--- src/rtl/adc_pkg.sv ---
// Shared widths, FSM state type and config-word builder for the serial
// 8-channel 12-bit ADC frame sequencer.
package adc_pkg;

    localparam int unsigned DATA_W = 12;
    localparam int unsigned CFG_W  = 6;
    localparam int unsigned NUM_CH = 8;
    localparam int unsigned CH_W   = 3;

    typedef enum logic [2:0] {
        StIdle,
        StConvst,
        StConv,
        StShift,
        StDone
    } adc_state_e;

    // {S/D, O/S, S1, S0, UNI, SLP}: single-ended, unipolar, no sleep.
    function automatic logic [CFG_W-1:0] cfg_word(input logic [CH_W-1:0] ch);
        return {1'b1, ch[0], ch[2:1], 1'b1, 1'b0};
    endfunction

endpackage

--- src/rtl/adc_frame_sequencer_if.sv ---
// Strobe, control, ADC serial pins and sample output of the frame sequencer.
// The slave modport is the sequencer; the master side drives strobes and SDO.
interface adc_frame_sequencer_if;
    import adc_pkg::*;

    logic              pe_sclk;
    logic              ne_sclk_n;
    logic              run;
    logic [NUM_CH-1:0] chan_mask;
    logic              adc_convst;
    logic              adc_sclk;
    logic              adc_sdi;
    logic              adc_sdo;
    logic              sample_valid;
    logic [DATA_W-1:0] sample_data;
    logic [CH_W-1:0]   sample_chan;
    logic              busy;

    modport master (
        output pe_sclk, ne_sclk_n, run, chan_mask, adc_sdo,
        input  adc_convst, adc_sclk, adc_sdi, sample_valid, sample_data, sample_chan, busy
    );

    modport slave (
        input  pe_sclk, ne_sclk_n, run, chan_mask, adc_sdo,
        output adc_convst, adc_sclk, adc_sdi, sample_valid, sample_data, sample_chan, busy
    );

endinterface

--- src/rtl/adc_rr_select.sv ---
// Round-robin channel picker: first enabled channel after ptr_i, wrapping,
// with ptr_i itself considered last.
module adc_rr_select
    import adc_pkg::*;
(
    input  logic [NUM_CH-1:0] mask_i,
    input  logic [CH_W-1:0]   ptr_i,
    output logic [CH_W-1:0]   next_o,
    output logic              any_o
);

    logic [CH_W-1:0] idx;

    always_comb begin
        next_o = ptr_i;
        idx    = ptr_i;
        any_o  = |mask_i;
        // Walk farthest-first so the nearest enabled channel is the last write.
        for (int k = int'(NUM_CH); k >= 1; k--) begin
            idx = ptr_i + CH_W'(k);
            if (mask_i[idx]) begin
                next_o = idx;
            end
        end
    end

endmodule

--- src/rtl/adc_frame_sequencer.sv ---
// Frame sequencer: CONVST, conversion wait, SCLK-gated config/data shift and a
// one-frame-delayed sample output, all paced by the external SCLK phase strobes.
module adc_frame_sequencer
    import adc_pkg::*;
#(
    parameter int unsigned CONVST_PERIODS = 1,
    parameter int unsigned CONV_PERIODS   = 4
) (
    input logic                  clk_clk,
    input logic                  reset_n,
    adc_frame_sequencer_if.slave bus
);

    localparam int unsigned BitW = $clog2(DATA_W + 1);

    adc_state_e        state_q, state_d;
    logic [7:0]        per_cnt_q, per_cnt_d;
    logic [BitW-1:0]   bit_cnt_q, bit_cnt_d;
    logic [DATA_W-1:0] shreg_q, shreg_d;
    logic [CFG_W-1:0]  cfg_sh_q, cfg_sh_d;
    logic [CH_W-1:0]   ptr_q, ptr_d;
    logic [CH_W-1:0]   prev_chan_q, prev_chan_d;
    logic              first_frame_q, first_frame_d;
    logic              convst_q, convst_d;
    logic              sclk_q, sclk_d;
    logic              sdi_q, sdi_d;
    logic              valid_q, valid_d;
    logic [DATA_W-1:0] data_q, data_d;
    logic [CH_W-1:0]   chan_q, chan_d;

    logic [CH_W-1:0]   next_ch;
    logic              any_en;
    logic [CFG_W-1:0]  cfg_cur;

    adc_rr_select u_rr_select (
        .mask_i (bus.chan_mask),
        .ptr_i  (ptr_q),
        .next_o (next_ch),
        .any_o  (any_en)
    );

    assign cfg_cur = cfg_word(ptr_q);

    always_comb begin
        state_d       = state_q;
        per_cnt_d     = per_cnt_q;
        bit_cnt_d     = bit_cnt_q;
        shreg_d       = shreg_q;
        cfg_sh_d      = cfg_sh_q;
        ptr_d         = ptr_q;
        prev_chan_d   = prev_chan_q;
        first_frame_d = first_frame_q;
        convst_d      = convst_q;
        sclk_d        = sclk_q;
        sdi_d         = sdi_q;
        valid_d       = 1'b0;
        data_d        = data_q;
        chan_d        = chan_q;

        unique case (state_q)
            StIdle: begin
                // Stopping breaks the conversion pipeline, so the next frame is a dummy.
                if (!bus.run) begin
                    first_frame_d = 1'b1;
                end
                if (bus.pe_sclk && bus.run && any_en) begin
                    ptr_d     = next_ch;
                    convst_d  = 1'b1;
                    per_cnt_d = 8'd1;
                    state_d   = StConvst;
                end
            end
            StConvst: begin
                if (bus.pe_sclk) begin
                    if (32'(per_cnt_q) >= CONVST_PERIODS) begin
                        convst_d  = 1'b0;
                        per_cnt_d = '0;
                        state_d   = StConv;
                    end else begin
                        per_cnt_d = per_cnt_q + 8'd1;
                    end
                end
            end
            StConv: begin
                if (bus.pe_sclk) begin
                    if (32'(per_cnt_q) + 32'd1 >= CONV_PERIODS) begin
                        sdi_d     = cfg_cur[CFG_W-1];
                        cfg_sh_d  = {cfg_cur[CFG_W-2:0], 1'b0};
                        bit_cnt_d = '0;
                        state_d   = StShift;
                    end else begin
                        per_cnt_d = per_cnt_q + 8'd1;
                    end
                end
            end
            StShift: begin
                if (bus.pe_sclk) begin
                    if (bit_cnt_q != BitW'(DATA_W)) begin
                        sclk_d    = 1'b1;
                        shreg_d   = {shreg_q[DATA_W-2:0], bus.adc_sdo};
                        bit_cnt_d = bit_cnt_q + BitW'(1);
                    end
                end else if (!bus.ne_sclk_n && bit_cnt_q != '0) begin
                    // The ne before the first rising edge leaves the MSB on SDI.
                    sclk_d   = 1'b0;
                    sdi_d    = cfg_sh_q[CFG_W-1];
                    cfg_sh_d = {cfg_sh_q[CFG_W-2:0], 1'b0};
                    if (bit_cnt_q == BitW'(DATA_W)) begin
                        state_d = StDone;
                        if (!first_frame_q) begin
                            valid_d = 1'b1;
                            data_d  = shreg_q;
                            chan_d  = prev_chan_q;
                        end
                    end
                end
            end
            StDone: begin
                first_frame_d = 1'b0;
                prev_chan_d   = ptr_q;
                state_d       = StIdle;
            end
            default: begin
                state_d = StIdle;
            end
        endcase
    end

    always_ff @(posedge clk_clk or negedge reset_n) begin
        if (!reset_n) begin
            state_q       <= StIdle;
            per_cnt_q     <= '0;
            bit_cnt_q     <= '0;
            shreg_q       <= '0;
            cfg_sh_q      <= '0;
            ptr_q         <= '0;
            prev_chan_q   <= '0;
            first_frame_q <= 1'b1;
            convst_q      <= 1'b0;
            sclk_q        <= 1'b0;
            sdi_q         <= 1'b0;
            valid_q       <= 1'b0;
            data_q        <= '0;
            chan_q        <= '0;
        end else begin
            state_q       <= state_d;
            per_cnt_q     <= per_cnt_d;
            bit_cnt_q     <= bit_cnt_d;
            shreg_q       <= shreg_d;
            cfg_sh_q      <= cfg_sh_d;
            ptr_q         <= ptr_d;
            prev_chan_q   <= prev_chan_d;
            first_frame_q <= first_frame_d;
            convst_q      <= convst_d;
            sclk_q        <= sclk_d;
            sdi_q         <= sdi_d;
            valid_q       <= valid_d;
            data_q        <= data_d;
            chan_q        <= chan_d;
        end
    end

    assign bus.adc_convst   = convst_q;
    assign bus.adc_sclk     = sclk_q;
    assign bus.adc_sdi      = sdi_q;
    assign bus.sample_valid = valid_q;
    assign bus.sample_data  = data_q;
    assign bus.sample_chan  = chan_q;
    assign bus.busy         = (state_q != StIdle);

endmodule

--- src/flat_wrapper.sv ---
// flat-port wrapper written by rule: the top's interface ports become plain ports
module adc_frame_sequencer_flat import adc_pkg::*;
#(
    parameter int unsigned CONVST_PERIODS = 1,
    parameter int unsigned CONV_PERIODS   = 4
)
  (clk_clk, reset_n, bus_pe_sclk, bus_ne_sclk_n, bus_run, bus_chan_mask, bus_adc_sdo, bus_adc_convst, bus_adc_sclk, bus_adc_sdi, bus_sample_valid, bus_sample_data, bus_sample_chan, bus_busy);
  adc_frame_sequencer_if bus_i ();
  input logic clk_clk;
  input logic reset_n;
  input wire logic [$bits(bus_i.pe_sclk)-1:0] bus_pe_sclk;
  input wire logic [$bits(bus_i.ne_sclk_n)-1:0] bus_ne_sclk_n;
  input wire logic [$bits(bus_i.run)-1:0] bus_run;
  input wire logic [$bits(bus_i.chan_mask)-1:0] bus_chan_mask;
  input wire logic [$bits(bus_i.adc_sdo)-1:0] bus_adc_sdo;
  output wire logic [$bits(bus_i.adc_convst)-1:0] bus_adc_convst;
  output wire logic [$bits(bus_i.adc_sclk)-1:0] bus_adc_sclk;
  output wire logic [$bits(bus_i.adc_sdi)-1:0] bus_adc_sdi;
  output wire logic [$bits(bus_i.sample_valid)-1:0] bus_sample_valid;
  output wire logic [$bits(bus_i.sample_data)-1:0] bus_sample_data;
  output wire logic [$bits(bus_i.sample_chan)-1:0] bus_sample_chan;
  output wire logic [$bits(bus_i.busy)-1:0] bus_busy;
  assign bus_i.pe_sclk = bus_pe_sclk;
  assign bus_i.ne_sclk_n = bus_ne_sclk_n;
  assign bus_i.run = bus_run;
  assign bus_i.chan_mask = bus_chan_mask;
  assign bus_i.adc_sdo = bus_adc_sdo;
  assign bus_adc_convst = bus_i.adc_convst;
  assign bus_adc_sclk = bus_i.adc_sclk;
  assign bus_adc_sdi = bus_i.adc_sdi;
  assign bus_sample_valid = bus_i.sample_valid;
  assign bus_sample_data = bus_i.sample_data;
  assign bus_sample_chan = bus_i.sample_chan;
  assign bus_busy = bus_i.busy;
  adc_frame_sequencer #(.CONVST_PERIODS(CONVST_PERIODS), .CONV_PERIODS(CONV_PERIODS)) u_core (.clk_clk(clk_clk), .reset_n(reset_n), .bus(bus_i));
endmodule
--- config.mk ---
export PLATFORM = sky130hd
export DESIGN_NAME = adc_frame_sequencer_flat
export DESIGN_NICKNAME = d
export VERILOG_FILES = /design/src/rtl/adc_pkg.sv /design/src/rtl/adc_frame_sequencer_if.sv /design/src/rtl/adc_rr_select.sv /design/src/rtl/adc_frame_sequencer.sv /design/src/flat_wrapper.sv
export SDC_FILE = /design/constraint.sdc
export NUM_CORES = 1
export LEC_CHECK = 0
export CORE_ASPECT_RATIO = 0.6
export CORE_MARGIN = 4
export CORE_UTILIZATION = 32
export CTS_CLUSTER_SIZE = 16
export DETAILED_ROUTE_END_ITERATION = 8
export DONT_BUFFER_PORTS = 1
export SETUP_SLACK_MARGIN = 0.1
export SYNTH_ARGS = -nofsm -noshare
export SYNTH_HDL_FRONTEND = slang
export SYNTH_SLANG_ARGS = --single-unit
export TNS_END_PERCENT = 100
--- constraint.sdc ---
create_clock -name clk_clk -period 5.2 [get_ports clk_clk]
set_input_delay 1.04 -clock clk_clk [delete_from_list [all_inputs] [get_ports clk_clk]]
set_output_delay 1.04 -clock clk_clk [all_outputs]
set_load 0.02 [all_outputs]
**Run 1: wires at chosen ports, followed through buffers**

Scale: 3 px per µm.
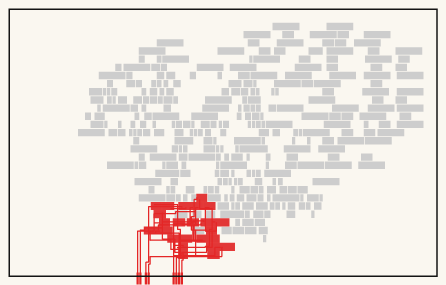
| port | color | bits | direction | edge | end cells | buffers | wire |
|---|---|---|---|---|---|---|---|
| bus_chan_mask | red | 8 | input | south | 19 | 0 | 448 µm |
IO Pins: 34
Port Buffers: 0

**Run 1: clock routing**

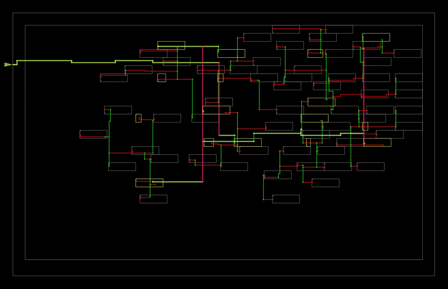
Worst-Skew Late Latency: 320 ps
Fin Clk Skew: 3.366 ps
CTS buffer count: 9

**Run 1: sequential cells colored by netlist name**

Scale: 3 px per µm. Other sequential cells in the stronger gray, the rest of the logic in the fainter gray.
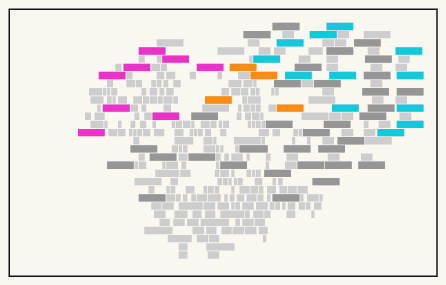
| netlist name | color | placed flops |
|---|---|---|
| u_core.bit_cnt_q | orange | 4 |
| u_core.bus.sample_data | cyan | 12 |
| u_core.per_cnt_q | magenta | 8 |

## run 1: critical path, stage by stage (launching register included)
cell       delay (ps)
dfrtp_1           840
inv_1             260
ha_1              520
mux4_1            410
nand2_1            80
o21ai_0           220
a2111oi_1         550
o21ai_0           170
o41a_1            140
## run 1: power by group
part           leakage, nW  switching [W]  internal (W)  total (W)
Sequential           0.745       0.000184      0.000540   0.000725
Clock                0.135       0.000205      0.000333   0.000538
Combinational        0.820       0.000465      0.000422   0.000888
## run 1: cell usage in the layout, fill, tap and decap left out, types with 3 or more instances in the layout
| cell type | n |
|---|---|
| nand3_1 | 10 |
| nand2b_1 | 3 |
| nand4_1 | 3 |
| clkbuf_16 | 9 |
| a31oi_1 | 4 |
| o21ai_0 | 13 |
| mux2i_1 | 10 |
| a22oi_1 | 3 |
| clkinv_2 | 3 |
| inv_1 | 13 |
| a211oi_1 | 3 |
| mux4_1 | 3 |
| and2_1 | 8 |
| mux2_2 | 46 |
| dfrtp_1 | 56 |
| nor2_1 | 20 |
| a21oi_1 | 16 |
| mux4_2 | 3 |
| nand2_1 | 19 |
| a21o_1 | 4 |
| ha_1 | 7 |
| nor3_1 | 6 |
## run 1: through the flow
step                      power (W)  worst slack [ps]
after floorplan            0.001445              2604
after global placement     0.001585              2147
after global routing       0.002304              1662
final                      0.002151              1877
after detailed placement   0.001596              2000
after CTS                  0.002148              1975
## run 1: flip-flops by register name (all words and copies together) (netlist names), 3 cells and up
register	count
u_core.per_cnt_q	8
u_core.cfg_sh_q	4
u_core.state_q	3
u_core.bus.sample_chan	3
u_core.bus.sample_data	12
u_core.bit_cnt_q	4
u_core.shreg_q	12
u_core.ptr_q	3
u_core.prev_chan_q	3
==> impl_metrics.toml, run 1 <==
# physical design summary
[status]
status = "finished clean"

[final_timing]
rsz0062_at_grt = "false"
hold_viol_final = 0
tightest_slew_ps = 938.0
finalSetupViolations = 0
finalMaxSlewViolations = 0
fmax_mhz = 300.9
whs_ps = 406.8
maxSlewHeadroom_pct = 37.47

[critical_path]
r2r-end = "u_core.ptr_q[1]"
crit_type = "register to register"
crit_end = "u_core.ptr_q[1]"
worstReg2RegStart = "u_core.ptr_q[0]"
start_kind = "register"
rrSetupSlack_ps = 1880
path_max_fanout = 19
crit_required_ps = 5400
critPathLaunch = "u_core.ptr_q[0]"

[synthesis]
synth.distinct_cells = 65
synth.comb.largest_family = "multiplexers"
synth.cells.most_frequent = "dfrtp_1, mux2_2, nor2_1, nand2_1, a21oi_1"
ys_sh_simple_pct = 13.80
top_cells_by_area = "dfrtp_1, mux2_2, mux2i_1, ha_1, a21oi_1"
synthXorXnorAreaFrac_pct = 1.014
synth-edff-count = 0
synthArstFlopShare_pct = 100.0
synthAoiAreaFrac_pct = 14.24
yosysTopAreaCell = "dfrtp_1"
syn_inst = 318

[routing]
num_vias = 2548
drt_iter0_drc = 212
firstDrtPassIters = 7
dr_wl_met2_mm = 3.113
wl_met3_um = 629
post-route-drc-count = 0

[cts]
clockBufferDepth = 2
clk_pin_slew_ps = 50
root_buffer = "clkbuf_16"

[cells_and_area]
final_cells = 461
diodes = 0
post-route-util_pct = 36.12
fin_nets = 338
nClkBuffers = 11
seq_area_mm2 = 0.001428
n_all_inverters = 14
largestClassByArea = "multi-input combinational cells"
logic_area_mm2 = 0.001878

[placed_design]
placedCellCount = 445
postPlaceCellArea_mm2 = 0.003540

[global_routing]
antenna_found_initial = 0
grt_busiest_layer = "met1"
use_met3_pct = 4.860
gr-usage-all-layers_pct = 13.23

[floorplan]
floorplanUtilization_pct = 32.71
dieArea_mm2 = 0.01257
die_y_um = 88.47
core_region_area_mm2 = 0.01056
placementRows = 29
num_tap_cells = 139

[worst_hold_path]
hp-class = "input pin to async pin"

[run]
warning_count = 30
==> run 1 -> run 2 <==
==> constraint.sdc (replaced) <==
create_clock -name clk_clk -period 3 [get_ports clk_clk]
set_input_delay 0.6 -clock clk_clk [delete_from_list [all_inputs] [get_ports clk_clk]]
set_output_delay 0.6 -clock clk_clk [all_outputs]
set_load 0.02 [all_outputs]
**Run 2: sequential cells colored by netlist name**

Scale: 3 px per µm. Other sequential cells in the stronger gray, the rest of the logic in the fainter gray.
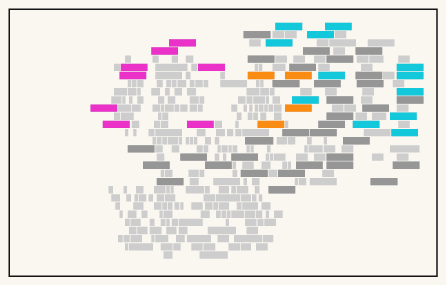
| netlist name | color | placed flops |
|---|---|---|
| u_core.bus.sample_data | cyan | 12 |
| u_core.per_cnt_q | magenta | 8 |
| u_core.bit_cnt_q | orange | 4 |
P_seq: 0.00117 W
FF/Latch Area: 0.001428 mm²

==> run 2 against run 1 <==
  * Clock power rose by 95%
  * Critical path depth did not move
  * Routed wire length fell by 2.1%
  * Sequential share of layout area fell by 0.93 points
  * Total power rose by 80%
  * Non-clock buffer count rose by 4
  * First-iteration DRC count did not move
  * Core utilization rose by 0.92 points
  * Highest routed layer unchanged
==> impl_metrics.toml, run 2 <==
# physical design summary
[floorplan]
placementRows = 29
die_y_um = 88.47
boundaryPins = 34
floorplanUtilization_pct = 32.71
dieArea_mm2 = 0.01257
core_region_area_mm2 = 0.01056

[critical_path]
critPathArrivalTime_ps = 2870
rrSetupSlack_ps = 330
cp_slowest_cell = "ha_1"
critical_path.top_delay_family = "AND-OR/OR-AND gates"
path_max_fanout = 9
path_buffers = 1
start_kind = "register"
slowest_delay_ps = 530
path_cells = "clkinv_1, ha_1, mux4_1, nand2_1, o21ai_0, a311oi_1, a21oi_1, o41a_1"
worstReg2RegStart = "u_core.ptr_q[1]"
path_depth = 8
crit_required_ps = 3200
critPathLaunch = "u_core.ptr_q[1]"
r2r-end = "u_core.ptr_q[1]"
end_kind = "register"
crit_type = "register to register"

[pwr]
power_switching_w = 0.001466
power_density_mw_per_mm2 = 990.4
clockPowerShare_pct = 27.1
swShare_pct = 37.85
vdd.ir_drop.worst_mv = 0.4014
total_power_w = 0.003874
combPwrFrac_pct = 42.8
p_int_w = 0.002407
seqPwrFrac_pct = 30.1

[cts]
clockBufferDepth = 2
clk_pin_slew_ps = 50
insertion_delay_ps = 330
htreeDepth = 3
cts_buffers = 9
root_buffer = "clkbuf_16"
cts_setup_buffers = 0
clkSinkCount = 57

[cells_and_area]
area_growth_pct = 13.26
drive_gt1_share_pct = 26.69
lay_top_cells = "dfrtp_1, mux2_2, nor2_1"
post-route-util_pct = 37.04
diodes = 0
fin_nets = 342

[placed_design]
dp_slack_ps = 354.9
portBuffers = 0
placedCellCount = 448
postPlaceCellArea_mm2 = 0.003562
place_hpwl_mm = 5.387
routabilityCongestion = 0.9014

[global_routing]
antenna_found_initial = 0
use_met3_pct = 5.292
grt_busiest_layer = "met1"
grt_pass1_wl_mm = 12.84
gr-usage-all-layers_pct = 13.14
met1_usage_pct = 18.67

[worst_hold_path]
hp-class = "input pin to async pin"

[routing]
firstDrtPassIters = 4
post-route-drc-count = 0
num_vias = 2509
drt_iter0_drc = 212
wirelength_mm = 7.585
vias_per_cell = 5.396

[final_timing]
finalSetupViolations = 0
fmax_mhz = 375.0
rsz0062_at_grt = "false"
clock_skew_ps = 4.800
tightest_slew_ps = 631.4
whs_ps = 119.3
hold_viol_final = 0
setup_slack_ps = 333.1
finalMaxSlewViolations = 0
maxSlewHeadroom_pct = 57.46

[synthesis]
top_cells_by_area = "dfrtp_1, mux2_2, mux2i_1, ha_1, a21oi_1"
syn_avg_cell_area_um2 = 10.86
yosysWarnings = 0
syn_inst = 318
synth-edff-count = 0
synth_top_area_share_pct = 40.58
synthArstFlopShare_pct = 100.0
synth.cells.most_frequent = "dfrtp_1, mux2_2, nor2_1, nand2_1, a21oi_1"
yosysTopAreaCell = "dfrtp_1"
synth.distinct_cells = 65

[status]
status = "finished clean"

[run]
warning_count = 30
**Run 2: logic cells by family**

Scale: 4 px per µm.
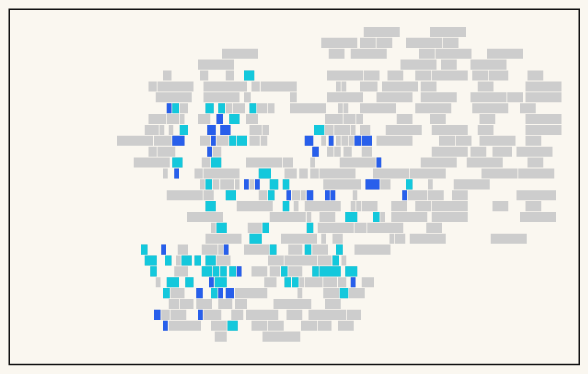
| family | color | cells | most used |
|---|---|---|---|
| inverting AOI/OAI gates | cyan | 55 | a21oi_1 |
| NOR gates | blue | 33 | nor2_1 |
combinational fraction of the cell area: 48.14%
non-filler instance count after layout: 465
dominant logic cell type in the layout: dfrtp_1

-- run 2: cell counts after synthesis --
Identical to the previous run, type by type.
-- run 2: final cells by class --
cell class	instances	area, µm²	area share (%)
multi-input cells	234	1883	48.14
flip-flops and latches	57	1428	36.50
clock buffers	12	266.5	6.814
well taps	139	173.9	4.447
repair buffers	5	57.56	1.472
inverters	14	52.55	1.344
clock inverters	4	50.05	1.280
-- run 2: cell families after synthesis --
| family | after synthesis | synth area share [%] |
|---|---|---|
| AOI/OAI and AO/OA | 70 | 14.24 |
| xor gates and xnor gates | 4 | 1.015 |
| adders and majority gates | 7 | 2.536 |
| buffers and inverters | 27 | 4.276 |
| DFF | 57 | 41.34 |
| muxes | 63 | 22.79 |
| and+or+nand+nor | 90 | 13.81 |
-- run 2: worst max path at each step --
stage / end / slack [ps]
after floorplan: u_core.ptr_q[1] / 400
after global placement: u_core.cfg_sh_q[5] / 450
after detailed placement: u_core.ptr_q[1] / 350
after CTS: u_core.ptr_q[1] / 350
after global routing: u_core.ptr_q[1] / 200
final: u_core.ptr_q[1] / 330
-- run 2: layer usage --
metal  routed length [µm]  vias up
met3                  524       17
met4                  183        0
met5                    0        -
met2                 3104       64
met1                 3772     1230
li1                     -     1198
-- run 2: timing repair --
| item | in CTS | in global routing |
|---|---|---|
| setup endpoints to repair | 0 | 1 |
| hold buffers | 1 | 0 |
| resized | 0 | 1 |
| endpoints found under the hold margin | 56 | 0 |
-- run 2: power by group through the flow --
stage | Clock [W] | Sequential [W] | Combinational (W)
floorplan | 0 | 0.00107 | 0.00143
global placement | 0 | 0.00117 | 0.00157
detailed placement | 0 | 0.00118 | 0.00160
CTS | 0.00108 | 0.00117 | 0.00163
global route | 0.00111 | 0.00121 | 0.00184
finish | 0.00105 | 0.00117 | 0.00166
Power figures rest on the tool's default switching activity, not on a simulated workload.
